`src/rtl/alu_pkg.sv`:
```
// Shared ALU definitions.
// Holds the ALU control codes used by the ALU controller, the ALU and the
// multiply sequencer, plus the multiply sequencer state encoding.
package alu_pkg;

  localparam logic [3:0] ALU_AND  = 4'd0;
  localparam logic [3:0] ALU_OR   = 4'd1;
  localparam logic [3:0] ALU_ADD  = 4'd2;
  localparam logic [3:0] ALU_MULT = 4'd3;
  localparam logic [3:0] ALU_SUB  = 4'd6;
  localparam logic [3:0] ALU_SLT  = 4'd7;

  typedef enum logic [1:0] {
    ST_IDLE = 2'd0,
    ST_RUN  = 2'd1,
    ST_DONE = 2'd2
  } mult_state_e;

  function automatic logic is_mult(input logic [3:0] ctrl, input logic [3:0] mult_code);
    return ctrl == mult_code;
  endfunction

endpackage

```
`src/rtl/mult_iter_dp.sv`:
```
// Shift-and-add multiply datapath.
// Holds the accumulator, the left-shifting multiplicand and the
// right-shifting multiplier. One iteration per asserted step.
//
// Ports:
//   clk, rst    clock, asynchronous active-high reset
//   clear       zero all registers (abort)
//   load        capture src1/src2, zero the accumulator
//   step        perform one shift-and-add iteration
//   src1, src2  multiplicand / multiplier operands
//   acc         current accumulator value
//   acc_step    accumulator value after the current iteration, so the
//               caller can capture the final product on the last step
module mult_iter_dp #(
  parameter int WIDTH = 32
) (
  input  logic             clk,
  input  logic             rst,
  input  logic             clear,
  input  logic             load,
  input  logic             step,
  input  logic [WIDTH-1:0] src1,
  input  logic [WIDTH-1:0] src2,
  output logic [WIDTH-1:0] acc,
  output logic [WIDTH-1:0] acc_step
);

  logic [WIDTH-1:0] mcand;
  logic [WIDTH-1:0] mplier;

  // Carry out of the add is dropped: product is modulo 2^WIDTH.
  assign acc_step = mplier[0] ? (acc + mcand) : acc;

  always_ff @(posedge clk or posedge rst) begin
    if (rst) begin
      acc    <= '0;
      mcand  <= '0;
      mplier <= '0;
    end else if (clear) begin
      acc    <= '0;
      mcand  <= '0;
      mplier <= '0;
    end else if (load) begin
      acc    <= '0;
      mcand  <= src1;
      mplier <= src2;
    end else if (step) begin
      acc    <= acc_step;
      mcand  <= mcand << 1;
      mplier <= mplier >> 1;
    end
  end

endmodule

```
`src/rtl/mult_sequencer.sv`:
```
// Multi-cycle multiply sequencer for the EX stage.
// Holds the front of the pipeline while a shift-and-add multiply runs for
// WIDTH cycles, then drops the stall for one cycle with done_o and the
// product on result_o.
//
// Ports:
//   clk_i, rst_i   clock, asynchronous active-high reset
//   valid_i        EX holds a real instruction
//   alu_ctrl_i     ALU control code of the EX instruction
//   src1_i/src2_i  multiplicand / multiplier
//   flush_i        EX instruction squashed; aborts the multiply
//   stall_o        freeze PC, IF/ID, ID/EX; bubble into EX/MEM
//   busy_o         iterating
//   done_o         one-cycle pulse, result_o valid
//   result_o       low WIDTH bits of the product, held until next completion
//
// state   | meaning
// --------+------------------------------------------------------------
// ST_IDLE | waiting for a mult in EX; stall raised combinationally on start
// ST_RUN  | one shift-and-add iteration per cycle, WIDTH iterations
// ST_DONE | product in result_o, done_o pulsed, pipeline released
module mult_sequencer
  import alu_pkg::*;
#(
  parameter int         WIDTH     = 32,
  parameter logic [3:0] CTRL_MULT = 4'd3
) (
  input  logic             clk_i,
  input  logic             rst_i,
  input  logic             valid_i,
  input  logic [3:0]       alu_ctrl_i,
  input  logic [WIDTH-1:0] src1_i,
  input  logic [WIDTH-1:0] src2_i,
  input  logic             flush_i,
  output logic             stall_o,
  output logic             busy_o,
  output logic             done_o,
  output logic [WIDTH-1:0] result_o
);

  localparam int CNT_W = (WIDTH > 1) ? $clog2(WIDTH) : 1;

  mult_state_e      state, state_nxt;
  logic [CNT_W-1:0] cnt;
  logic             start;
  logic             last_iter;
  logic             dp_load, dp_step, dp_clear, res_load;
  logic [WIDTH-1:0] acc;
  logic [WIDTH-1:0] acc_step;

  // Reset gates start so stall_o reads 0 while rst_i is held.
  assign start = valid_i && is_mult(alu_ctrl_i, CTRL_MULT) && (state == ST_IDLE)
                 && !flush_i && !rst_i;
  assign last_iter = (cnt == CNT_W'(WIDTH - 1));

  always_ff @(posedge clk_i or posedge rst_i) begin
    if (rst_i) state <= ST_IDLE;
    else       state <= state_nxt;
  end

  always_comb begin
    state_nxt = state;
    dp_load   = 1'b0;
    dp_step   = 1'b0;
    dp_clear  = 1'b0;
    res_load  = 1'b0;
    if (flush_i) begin
      state_nxt = ST_IDLE;
      dp_clear  = 1'b1;
    end else begin
      case (state)
        ST_IDLE: begin
          if (start) begin
            state_nxt = ST_RUN;
            dp_load   = 1'b1;
          end
        end
        ST_RUN: begin
          dp_step = 1'b1;
          if (last_iter) begin
            state_nxt = ST_DONE;
            // Capture the post-iteration accumulator so result_o is already
            // valid during the DONE cycle.
            res_load  = 1'b1;
          end
        end
        ST_DONE: state_nxt = ST_IDLE;
        default: state_nxt = ST_IDLE;
      endcase
    end
  end

  always_ff @(posedge clk_i or posedge rst_i) begin
    if (rst_i)                   cnt <= '0;
    else if (dp_clear || dp_load) cnt <= '0;
    else if (dp_step)             cnt <= cnt + 1'b1;
  end

  always_ff @(posedge clk_i or posedge rst_i) begin
    if (rst_i)         result_o <= '0;
    else if (res_load) result_o <= acc_step;
  end

  mult_iter_dp #(.WIDTH(WIDTH)) u_dp (
    .clk      (clk_i),
    .rst      (rst_i),
    .clear    (dp_clear),
    .load     (dp_load),
    .step     (dp_step),
    .src1     (src1_i),
    .src2     (src2_i),
    .acc      (acc),
    .acc_step (acc_step)
  );

  assign stall_o = !flush_i && (start || (state == ST_RUN));
  assign busy_o  = (state == ST_RUN);
  assign done_o  = (state == ST_DONE) && !flush_i;

endmodule
```
`config.mk`:
```
export PLATFORM = sky130hd
export DESIGN_NAME = mult_sequencer
export DESIGN_NICKNAME = d
export VERILOG_FILES = /design/src/rtl/alu_pkg.sv /design/src/rtl/mult_iter_dp.sv /design/src/rtl/mult_sequencer.sv
export SDC_FILE = /design/constraint.sdc
export NUM_CORES = 1
export LEC_CHECK = 0
export CAP_MARGIN = 10
export CORE_ASPECT_RATIO = 0.75
export CORE_MARGIN = 4
export CORE_UTILIZATION = 50
export DETAILED_ROUTE_END_ITERATION = 16
export GPL_TIMING_DRIVEN = 0
export PLACE_DENSITY = 0.74
export RECOVER_POWER = 50
export SLEW_MARGIN = 0
export SYNTH_ARGS = -nofsm -noshare
export SYNTH_HDL_FRONTEND = slang
export SYNTH_SLANG_ARGS = --single-unit
export TNS_END_PERCENT = 50
```
`constraint.sdc`:
```
create_clock -name clk_i -period 5.9 [get_ports clk_i]
set_clock_uncertainty 0.05 [all_clocks]
set_input_delay 0.59 -clock clk_i [delete_from_list [all_inputs] [get_ports clk_i]]
set_output_delay 0.59 -clock clk_i [all_outputs]
set_load 0.005 [all_outputs]
```
==> flow_metrics.py <==
# Synthesis and PnR figures
metrics = {
    "sta": {
        "rsz0062_at_grt": "no",
        "period_used_pct": 65.69,
        "setup_viol": 0,
        "hold_viol_final": 0,
        "max_freq_mhz": 258.0,
        "finalMaxSlewViolations": 0,
        "worstMarginPinSlew_ns": 0.9239,
        "final.min_clock_period_ns": 3.876,
        "layout_setup_ws_ns": 2.024,
    },
    "critical_path": {
        "path_class": "in -> out",
        "rr_worst_depth": 12,
        "r2r_slack_ns": 2.49,
        "critPathMaxFanout": 68,
        "startpoint_type": "input pin",
        "cp-startpoint": "rst_i",
        "required_ns": 5.26,
        "cp.arrival_ns": 3.24,
        "cp-end-kind": "output port",
    },
    "layout": {
        "layout_top_cells": "135 x dfrtp_1, 134 x nand2_1, 121 x o21ai_0, 88 x clkdlybuf4s50_1, 62 x a22oi_1",
        "final_common_cell": "dfrtp_1",
        "finalNetCount": 1055,
        "syn_to_final_growth_pct": 26.31,
    },
    "clock_network": {
        "worstSkewPairLatency_ns": 0.42,
        "cts.repair.resized": 0,
        "htreeDepth": 4,
        "clock_path_buffers": 2,
        "root_buffer": "clkbuf_16",
        "cts_setup_buffers": 0,
        "clk_pin_slew_worst_paths_ns": 0.06,
    },
    "power": {
        "power_leakage_nw": 4.088,
        "powerDensity_nw_per_um2": 230.5,
        "p_total_mw": 2.204,
    },
    "run": {
        "tool_warnings": 26,
        "drv_cap": 0,
    },
    "drt": {
        "drc": 0,
        "vias_per_cell": 5.822,
        "first_pass_iters": 5,
        "ant_nets": 0,
    },
    "placed_design": {
        "numPortBuffers": 106,
        "dp_worst_setup_slack_ns": 1.917,
    },
    "synthesis": {
        "synth_stat.cells": 823,
        "synthTopCellsByCount": "135 x dfrtp_1, 134 x nand2_1, 121 x o21ai_0",
        "yosys.area_share.aoi_pct": 24.69,
        "syn_area_sq_um": 7571,
        "ys_top_cells_by_area": "dfrtp_1 45%, o21ai_0 8.0%, nand2_1 6.6%",
        "yosysWarnings": 0,
        "ys_sh_simple_pct": 14.51,
        "top_logic_kind": "AND-OR/OR-AND gates",
        "ys_seq_share_pct": 44.62,
        "synthFlopType": "dfrtp_1",
        "syn_inst": 823,
        "ys_chip_area_sq_um": 7571,
        "fp_nets": 929,
        "ys_ff": 135,
        "post-synth-top-count-cell": "dfrtp_1",
    },
    "floorplan": {
        "fp_util_pct": 51.70,
        "die-width_microns": 150.1,
        "fp.dieH_microns": 114.6,
        "io_pins": 107,
    },
    "global_routing": {
        "grt_pass1_vias": 6339,
        "antenna_found_initial": 0,
        "grt_pass1_wl_microns": 33040,
        "gr-total-overflow": 0,
    },
    "run_status": {
        "outcome": "completed",
    },
    "hold_path": {
        "hold_class": "reg -> reg",
    },
}
sequential cells by signal (all words and copies together), names as in the netlist:
signal,cells
result_o,32
u_dp.acc,32
u_dp.mcand,32
u_dp.mplier,32
cnt,5
state,2
layout make-up:
class,count,area [sq um],share of cell area [%]
flip-flops and latches,135,3378,35.33
multi-input cells,620,3877,40.55
plain buffers,58,277.8,2.905
clock buffers,17,425.4,4.449
inverters,10,42.54,0.4449
clock inverters,15,222.7,2.329
repair buffers,107,1089,11.38
well taps,200,250.2,2.617
layer usage:
metal  vias to the layer above  wire [microns]  global-route usage (%)
li1                       3249               -                       -
met2                       227            8786                   35.90
met4                         0             287                   6.825
met3                        27            1240                   3.957
met5                         -               0                       0
met1                      3262           10340                   37.80
power breakdown:
group | switching (mW) | internal, mW
Clock | 0.475 | 0.693
Combinational | 0.0525 | 0.0518
Sequential | 0.00296 | 0.929
worst min path at each step:
stage | startpoint | end | slack (ns) | depth (start not counted)
after floorplan | state[1] | state[0] | 0.40 | 1
after global placement | result_o[13] | result_o[13] | 0.41 | 2
after detailed placement | result_o[21] | result_o[21] | 0.42 | 1
after CTS | result_o[21] | result_o[21] | 0.43 | 1
after global routing | result_o[21] | result_o[21] | 0.44 | 1
final | result_o[21] | result_o[21] | 0.42 | 1
stage by stage:
step | TNS [ns] | std cells | instance area [sq um]
detailed placement | 0 | 1130 | 8915
global placement | -200.88 | 1129 | 8882
floorplan | 0 | 823 | 7571
CTS | 0 | 1162 | 9563
finish | 0 | 1162 | 9563
global route | 0 | 1162 | 9563
worst max-delay path, stage by stage:
cell	delay, ns
dlygate4sd3_1	0.59
inv_6	0.46
nand3_1	0.27
or4_1	0.44
clkbuf_1	0.19
o21ai_0	0.12
clkdlybuf4s50_1	0.53
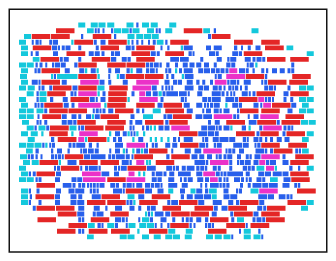
(placed cells, one colour a class)
[blue] all other logic | cells: 630 | share of their area: 42%
[red] flip-flops | cells: 135 | share of their area: 36%
[magenta] clock drivers and dummy loads | cells: 32 | share of their area: 7.0%
[cyan] other buffers and delay cells | cells: 165 | share of their area: 15%
area of the core: 14640 sq um
post-route cell area: 9563 sq um
fraction of area in registers: 35.33%
final core occ: 65.30%
Core Rows: 38

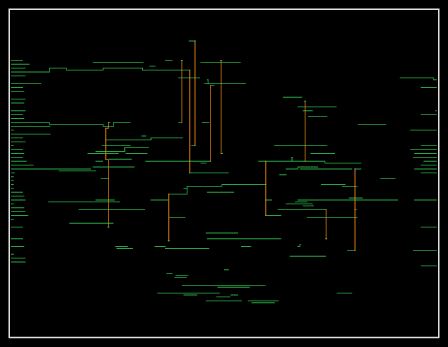
(metal layers overlaid)
Two of the layers only.
[green] met3 | wire length: 1240 microns
[orange] met4 | wire length: 287 microns
WL/cell: 17.77 microns
Total GRT Usage: 24.57%
total number of vias: 6765
final wirelength: 20650 microns

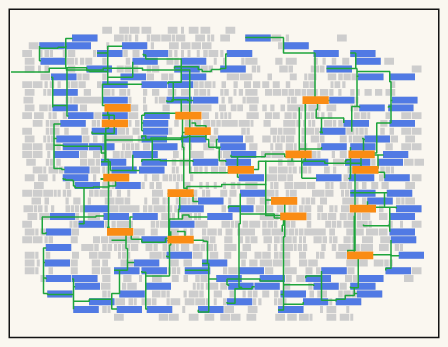
(routed clock nets over the placement)
[blue] flip-flops | count: 135
[green] clock wires | length: 1770 microns
[orange] cells driving clock nets | count: 17
routed clock nets: 18
flops lie: all over the die

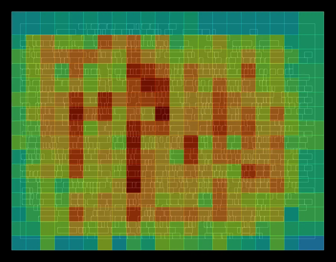
(routing congestion map)
GR Layer Usage met1: 37.80%
grt met2 use: 35.90%
most used routing layer: met1
met3 GRT Util: 3.957%

Power is estimated from default activity; no workload was simulated.
